`config.mk`:
```
export PLATFORM = sky130hd
export DESIGN_NAME = decoder_scan_seq
export DESIGN_NICKNAME = d
export VERILOG_FILES = /design/src/rtl/decoder_scan_seq.sv
export SDC_FILE = /design/constraint.sdc
export NUM_CORES = 1
export LEC_CHECK = 0
export CORE_UTILIZATION = 51
export DETAILED_ROUTE_END_ITERATION = 16
export MAX_ROUTING_LAYER = met4
export PLACE_DENSITY = 0.84
export RECOVER_POWER = 50
export SLEW_MARGIN = 5
export SYNTH_ARGS = -nofsm -noshare
export SYNTH_HDL_FRONTEND = slang
export SYNTH_SLANG_ARGS = --single-unit
```
`constraint.sdc`:
```
create_clock -name clk -period 2.9 [get_ports clk]
set_clock_uncertainty 0.2 [all_clocks]
set_input_delay 0.58 -clock clk [delete_from_list [all_inputs] [get_ports clk]]
set_output_delay 0.58 -clock clk [all_outputs]
set_load 0.005 [all_outputs]
```
`src/rtl/decoder_scan_seq.sv`:
```
// decoder_scan_seq: gated one-hot active-low decoder with a direct mode and an auto-scan FSM (SCAN_BLANK_EN adds a blank cycle between outputs)
module decoder_scan_seq #(
  parameter int SEL_W   = 3,
  parameter int DWELL_W = 4
) (
  input  logic                  clk,
  input  logic                  rst,
  input  logic                  en,
  input  logic [1:0]            en_n,
  input  logic                  mode,
  input  logic [SEL_W-1:0]      sel,
  input  logic [DWELL_W-1:0]    dwell,
  input  logic                  start,
  output logic [2**SEL_W-1:0]   D_n,
  output logic [SEL_W-1:0]      idx,
  output logic                  busy,
  output logic                  wrap
);
  localparam int N = 2**SEL_W;
`ifdef SCAN_BLANK_EN
  typedef enum logic [1:0] {IDLE, HOLD, BLANK} state_t;
`else
  typedef enum logic {IDLE, HOLD} state_t;
`endif
  state_t state, state_nx;
  logic [DWELL_W-1:0] cnt, cnt_nx;
  logic [SEL_W-1:0] idx_nx, idx_inc;
  logic [N-1:0] d_nx;
  logic wrap_nx, act;
  function automatic logic [N-1:0] onehot_n(input logic [SEL_W-1:0] s);
    return ~({{(N-1){1'b0}}, 1'b1} << s);
  endfunction
  assign act = en & ~en_n[0] & ~en_n[1];
  assign idx_inc = idx + 1'b1;
  assign busy = state != IDLE;
  // D_n is registered from the next-state view so it changes on the same edge as idx
  always_comb begin
    state_nx = state;
    idx_nx = idx;
    cnt_nx = cnt;
    wrap_nx = 1'b0;
    d_nx = '1;
    case (state)
      IDLE: begin
        if (mode && start) begin
          state_nx = HOLD;
          idx_nx = '0;
          cnt_nx = dwell;
          d_nx = act ? onehot_n('0) : '1;
        end else if (!mode) d_nx = act ? onehot_n(sel) : '1;
      end
      HOLD: begin
        if (!mode) begin
          state_nx = IDLE;
          idx_nx = '0;
          cnt_nx = '0;
          d_nx = act ? onehot_n(sel) : '1;
        end else if (act) begin
          if (cnt != '0) begin
            cnt_nx = cnt - 1'b1;
            d_nx = onehot_n(idx);
          end else begin
`ifdef SCAN_BLANK_EN
            state_nx = BLANK;
`else
            idx_nx = idx_inc;
            cnt_nx = dwell;
            wrap_nx = &idx;
            d_nx = onehot_n(idx_inc);
`endif
          end
        end
      end
`ifdef SCAN_BLANK_EN
      BLANK: begin
        if (!mode) begin
          state_nx = IDLE;
          idx_nx = '0;
          cnt_nx = '0;
          d_nx = act ? onehot_n(sel) : '1;
        end else if (act) begin
          state_nx = HOLD;
          idx_nx = idx_inc;
          cnt_nx = dwell;
          wrap_nx = &idx;
          d_nx = onehot_n(idx_inc);
        end
      end
`endif
      default: state_nx = IDLE;
    endcase
  end
  always_ff @(posedge clk) begin
    if (rst) begin
      state <= IDLE;
      idx <= '0;
      cnt <= '0;
      D_n <= '1;
      wrap <= 1'b0;
    end else begin
      state <= state_nx;
      idx <= idx_nx;
      cnt <= cnt_nx;
      D_n <= d_nx;
      wrap <= wrap_nx;
    end
  end
endmodule
```
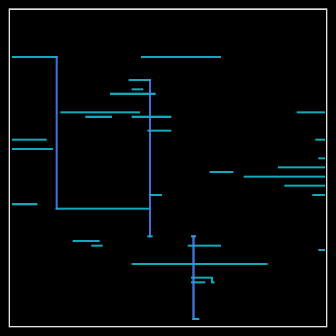
**Above:** routed metal, one color a layer.
Only two layers are drawn.
Key: blue = M4 [wire length 57.8 um]; cyan = M3 [wire length 154 um]
total track usage: 26.8%
wire per inst: 15.2 um
via count: 989

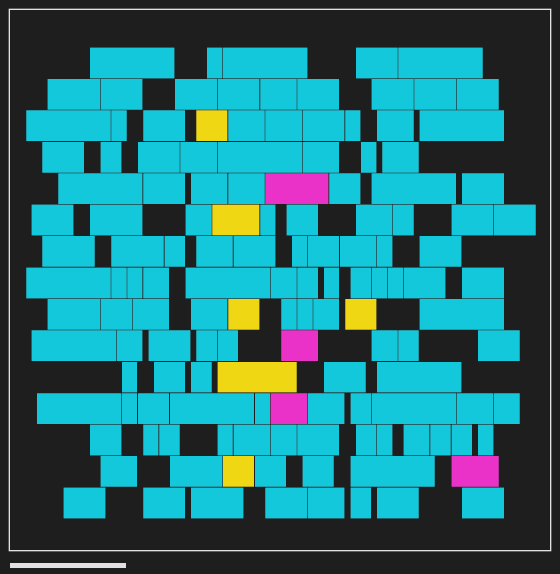
**Above:** drive-strength map.
Scale bar: 10 um.
Key: cyan = x1 and smaller [cells 127, share 93%]; magenta = x2 [cells 4, share 2.9%]; yellow = x3 and x4 [cells 6, share 4.4%]

==> changes_impl.md <==
### Metrics

* Flop count at 17
* DP Worst Slack at between 0.3 and 0.4 ns
* TAP cells at 25
* Layout cell share with drive strength beyond 1 at ~7.3%
* CORE AREA at roughly 1800 um^2
* Period utilisation layout at a little over 80%
* Status: complete, no violations
* First-pass GRT wire length at between 3000 and 4000 um
* Global route total overflow at 0
* Crit Reg-Reg Startpoint: cnt[0]$_SDFFE_PP0P_
* Clk Latency, worst-skew pair at approximately 0.30 ns
* DRT Wirelength at approximately 2500 um
* Internal power at 0.344 mW
* Part of the power in registers at 51.2%
* Seq cells post-synth at 17
* Die height at 46.7 um
* Synth mux share at between 1 and 1.5%
* Total CTS buffers at 3
* Hold WC Path Type: reg -> reg
* CP startpoint: en_n[0]
* Standard-cell rows at 15
* Detail Route Antenna Nets at 0
* CTS resizes at 0
* RSZ-0062 raised after global routing: false
* Hold EP: cnt[1]$_SDFFE_PP0P_
* Most common logic cells in the final layout: dfxtp_1 (17), clkdlybuf4s50_1 (13), dlygate4sd3_1 (13), inv_1 (8), nor2_1 (8)
* Total Neg Setup Slack at 0 ns
* Non-CTS buffers at 27
* Yosys top cell area share at 33.3%
* Sequential Area at 340 um^2
* Layout area overhead at 28.1%
* Clk pwr share at between 20% and 30%
* YS chip area at 1020 um^2
* Yosys warning count at 0
* Most frequent logic cell in the layout: dfxtp_1
## registers in the layout, indices dropped and copies added, names as in the netlist
name  flops
busy      1
wrap      1
D_n       8
cnt       4
idx       3
## metrics by stage
step | utilization, % | std cells | power [mW]
after floorplan | - | 110 | 0.326
after global placement | 71.5 | 158 | 0.357
after detailed placement | 71.5 | 158 | 0.361
after CTS | 73.0 | 162 | 0.490
after global routing | 72.6 | 162 | 0.509
final | 72.6 | 162 | 0.485
## synth_stat cells
cell / number
dfxtp_1: 17
or3b_1: 3
a221oi_2: 1
inv_1: 8
xor2_1: 1
o32a_1: 4
nor3_1: 3
nand4_1: 1
nor3b_1: 1
a211o_1: 1
nand2_1: 4
buf_6: 1
o32ai_1: 1
a221oi_1: 2
ha_1: 7
nor3b_4: 1
a21boi_2: 1
or2b_1: 1
a22o_1: 3
nand3_1: 2
or3_1: 2
buf_4: 2
nand2b_1: 2
o21ai_2: 2
a32oi_1: 7
nor2_1: 8
a311oi_1: 1
o31ai_1: 1
a211oi_1: 3
a21oi_1: 5
nor2b_1: 2
o21ai_0: 4
or4_1: 1
or4_2: 1
and2_1: 2
nor2_4: 1
buf_2: 1
a21o_1: 1
mux2_2: 1
## critical path, delay by kind of cell
| family | cells | cell delay (ns) |
|---|---|---|
| buffers and inverters | 1 | 0.56 |
| and+or+nand+nor | 1 | 0.41 |
| AOI/OAI and AO/OA | 3 | 0.88 |
## power by group through the flow
stage / Clock [mW] / Combinational, mW / Sequential (mW)
after floorplan: 0 / 0.0754 / 0.251
after global placement: 0 / 0.103 / 0.253
after detailed placement: 0 / 0.107 / 0.253
after CTS: 0.134 / 0.108 / 0.248
after global routing: 0.143 / 0.116 / 0.249
final: 0.130 / 0.106 / 0.248
Power and IR drop assume default switching activity.
